wires.png
Bar = 10 um.
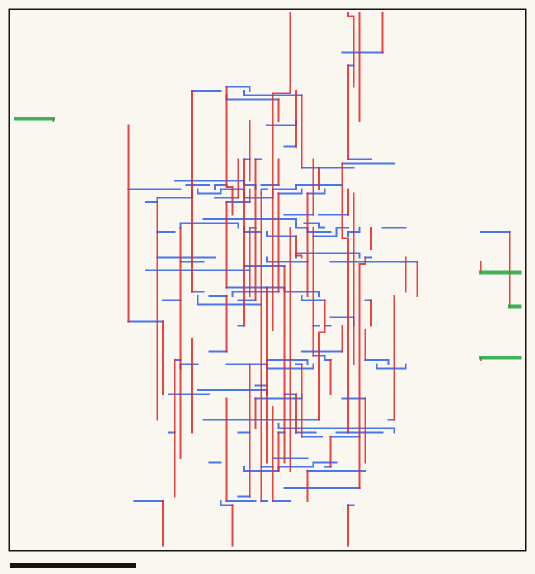
logic_types.png
Bar = 10 um.
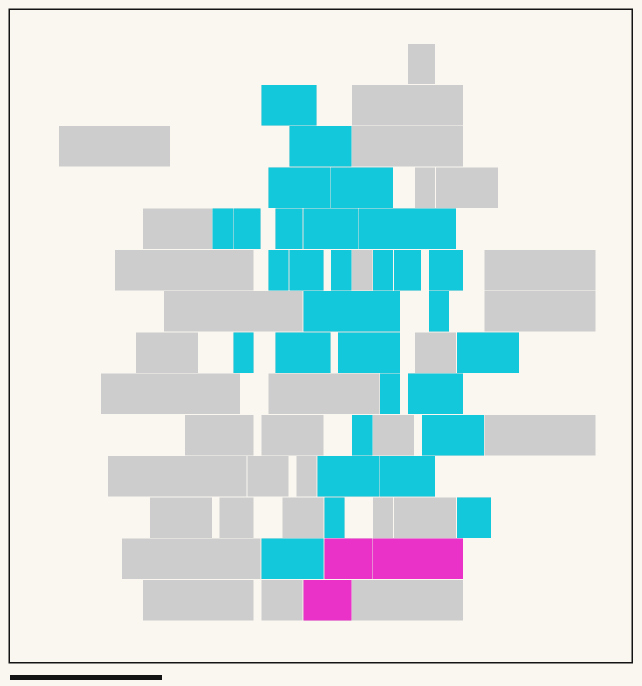
File: config.mk
export PLATFORM = sky130hd
export DESIGN_NAME = hex7seg
export DESIGN_NICKNAME = d
export VERILOG_FILES = /design/src/rtl/lfsr_pkg.sv /design/src/rtl/lfsr_checker_hex7seg.sv
export SDC_FILE = /design/constraint.sdc
export NUM_CORES = 1
export LEC_CHECK = 0
export ABC_AREA = 1
export ABC_CLOCK_PERIOD_IN_PS = 800
export CORE_AREA = 2 2 39 41
export DETAILED_ROUTE_END_ITERATION = 16
export DIE_AREA = 0 0 41 43
export PLACE_DENSITY = 0.48
export SYNTH_ARGS = -nofsm -noshare
export SYNTH_HDL_FRONTEND = slang
export SYNTH_SLANG_ARGS = --single-unit
File: constraint.sdc
create_clock -name vclk -period 0.8
set_input_delay 0.12 -clock vclk [all_inputs]
set_output_delay 0.12 -clock vclk [all_outputs]
set_load 0.05 [all_outputs]
File: src/rtl/lfsr_pkg.sv
// Shared definitions for the 8-bit LFSR pattern generator and checker.
// Latency: n/a (types, constants and a combinational helper only).
// Backpressure: n/a.
package lfsr_pkg;

    localparam int LFSR_W = 8;

    // Feedback taps at bits 4,3,2,0; the register shifts right and the new bit enters bit 7.
    localparam logic [LFSR_W-1:0] TAP_MASK = 8'b0001_1101;

    typedef enum logic [1:0] {
        SEED,
        HUNT,
        LOCKED
    } state_e;

    // Active-low seven-segment patterns, bit order gfedcba.
    localparam logic [6:0] SEG_0 = 7'b1000000;
    localparam logic [6:0] SEG_1 = 7'b1111001;
    localparam logic [6:0] SEG_2 = 7'b0100100;
    localparam logic [6:0] SEG_3 = 7'b0110000;
    localparam logic [6:0] SEG_4 = 7'b0011001;
    localparam logic [6:0] SEG_5 = 7'b0010010;
    localparam logic [6:0] SEG_6 = 7'b0000010;
    localparam logic [6:0] SEG_7 = 7'b1111000;
    localparam logic [6:0] SEG_8 = 7'b0000000;
    localparam logic [6:0] SEG_9 = 7'b0010000;
    localparam logic [6:0] SEG_A = 7'b0001000;
    localparam logic [6:0] SEG_B = 7'b0000011;
    localparam logic [6:0] SEG_C = 7'b1000110;
    localparam logic [6:0] SEG_D = 7'b0100001;
    localparam logic [6:0] SEG_E = 7'b0000110;
    localparam logic [6:0] SEG_F = 7'b0001110;
    localparam logic [6:0] SEG_BLANK = 7'b1111111;

    // Next bit the LFSR produces from its current contents.
    function automatic logic lfsr_fb(input logic [LFSR_W-1:0] s);
        return ^(s & TAP_MASK);
    endfunction

endpackage

File: src/rtl/lfsr_checker_hex7seg.sv
// Hex nibble to active-low seven-segment pattern (gfedcba).
// Latency: combinational.
// Backpressure: none.
module hex7seg
    import lfsr_pkg::*;
(
    input  logic [3:0] nib_i,
    output logic [6:0] seg_o
);

    // Table lookup of the segment pattern for one hex digit.
    always_comb begin
        seg_o = SEG_0;
        case (nib_i)
            4'h0: seg_o = SEG_0;
            4'h1: seg_o = SEG_1;
            4'h2: seg_o = SEG_2;
            4'h3: seg_o = SEG_3;
            4'h4: seg_o = SEG_4;
            4'h5: seg_o = SEG_5;
            4'h6: seg_o = SEG_6;
            4'h7: seg_o = SEG_7;
            4'h8: seg_o = SEG_8;
            4'h9: seg_o = SEG_9;
            4'hA: seg_o = SEG_A;
            4'hB: seg_o = SEG_B;
            4'hC: seg_o = SEG_C;
            4'hD: seg_o = SEG_D;
            4'hE: seg_o = SEG_E;
            4'hF: seg_o = SEG_F;
            default: seg_o = SEG_0;
        endcase
    end

endmodule

==> Changelog: implementation <==
### Implementation results

* Final hold slack at 0.695 ns
* Post-DRT Antenna Nets at 0
* Total of max-cap violations at 0
* Minimum clock period at 0.977 ns
* Io pins at 11
* Yosys Warn Count at 0
* Sw Pwr at 293 uW
* Max_slew headroom at 0.883
* Tool warnings at 42
* # Cells Yosys at 49
* Worst path arrival time at 0.86 ns
* Max Clock Freq at 1020 MHz
* Detailed Routing Iterations Pass 1 at 2
* FF+latch area at 0 um^2
* Place WS at -0.823 ns
* Synthesized instance count at 49
* Clock power frac at 0
* Standard-cell rows at 14
* Required time worst endpoint at 0.68 ns
* Xor+xnor area frac at 0
* Pint at 253 uW
* Sequential cell fraction of total power at 0
* CP Max Fanout at 5
* Initial antenna violation count at 0
* Failing checks: setup timing
* Final Power at 545 uW
* Antenna cells at 0
* Comb power frac at 1.000
* CP endpoint kind: output port
* Pin count of the biggest net entering global routing at 9
* Fp util at 0.198
* Chip Area at 1760 um^2
* Synthesis-to-layout area growth at 173%
* Layout clock buffers at 0
* Max Transition Viols Final at 0
* Leak Pwr at 0.000336 uW
* Placeable Area at 1380 um^2
* Via-per-instance ratio at 4.27
* Cts hold-fix bufs at 0
* Share of layout cells above drive strength 1 at 0.754
* # setup viols final at 7
* Iteration-0 DRC count of the detailed router at 2
* GR Overflow Total at 0
* Aoi share at 0.0685
* Fin crit share at 1.22
* Synthesized area per cell at 5.59 um^2
* RSZ-0062 raised after global routing: true
* Synthesized Nets at 60
* Power Density at 730 nW/um^2
* Post-DP HPWL at 643 um
* Synth Cell Area at 274 um^2
* Post-synth seq share at 0
* Buffers on Ports at 11
* Die Span X at 41 um
* Fin. Hold Viols at 0
* Top non-seq family: simple AND/OR/NAND/NOR gates
* Final setup TNS at -1.08 ns
* Vias in the first global route at 330
* Adder-cell share of the synthesized area at 0.320
* Flop count at 0
* Final setup margin at -0.177 ns
* Area after DPL at 649 um^2
* Top cells excl fill/tap: nand2_1 (9), buf_12 (9), nand2_4 (8)
* Sw Share at 0.537
* AND/OR/NAND/NOR Cells, Area Fraction at 0.457
* Nets at 78
* Logic area at 427 um^2
* Hold WC Path Type: input port to output port
* Peak supply drop at 0.264 mV
* Die Span Y at 43 um
* Synth unique cells at 10
* Critical path startpoint category: input port
* Status: complete, but fails checks
* Critical path class: input port to output port
* First-pass GRT wire length at 1350 um
* Yosys Chip Area at 274 um^2
* Remaining DRCs at 0
* GP Congestion at 0.742
* MUX share of area at 0
* # fillers at 116
* Worst-Margin Slew at 0.175 ns
* Design area at 747 um^2
About wires.png:
- green: metal 3 (wire length 10.0 um)
- blue: metal 1 (wire length 286 um)
- red: metal 2 (wire length 486 um)
post-DR wirelength/cell: 9.64 um
WL final: 781 um
vias post-DR: 346
Total GRT Usage: 0.105

About logic_types.png:
- cyan: NAND gates (cells 30)
- magenta: inverting AOI/OAI gates (cells 3)
Comb area share: 0.571
tally of non-filler cells in the final layout: 81

==> layout make-up <==
| class | count | area share |
|---|---|---|
| timing repair buffer | 18 | 0.343 |
| tap | 16 | 0.0268 |
| multi-input combinational | 40 | 0.571 |
| inverter | 7 | 0.0586 |
==> cells in the mapped netlist, drive strengths merged <==
master | count | area (um^2)
nand3 | 10 | 50.1
ha | 7 | 87.6
nand2 | 20 | 75.1
o21ai | 3 | 18.8
inv | 7 | 26.3
buf | 2 | 16.3
==> metal layers <==
layer	share of wire	GRT usage	up-vias
met3	0.013	0	0
met2	0.62	0.216	4
met1	0.36	0.114	155
met4	0	0	0
li1	-	-	187
met5	0	0	-
==> critical path, cell delays in order <==
cell and delay (ns):
buf_12 0.12, inv_8 0.07, ha_4 0.14, inv_4 0.04
nand2_4 0.08, nand3_4 0.08, nand2_4 0.08, buf_12 0.13
==> power groups by stage <==
stage	logic [uW]	clock network (uW)	registers, uW
after detailed placement	491	0	0
after global routing	577	0	0
final	545	0	0
after floorplan	269	0	0
after global placement	489	0	0
after CTS	531	0	0
==> final timing paths <==
| path | from | endpoint | slack, ns | cells past startpoint |
|---|---|---|---|---|
| worst max-delay path | nib_i[1] | seg_o[0] | -0.18 | 8 |
| worst min-delay path | nib_i[2] | seg_o[2] | 0.70 | 5 |
==> metrics by stage <==
| stage | std cells | util |
|---|---|---|
| 6_report | 81 | 0.540 |
| 5_1_grt | 81 | 0.540 |
| 4_1_cts | 81 | 0.522 |
| 3_5_place_dp | 81 | 0.469 |
| 3_3_place_gp | 81 | 0.469 |
| 2_1_floorplan | 49 | - |
==> timing repair <==
action                     in CTS  in global routing
pin swaps                      12                  2
resized                        43                  5
setup buffers                   1                  0
setup endpoints to repair       7                  7
Power is estimated from default activity; no workload was simulated.
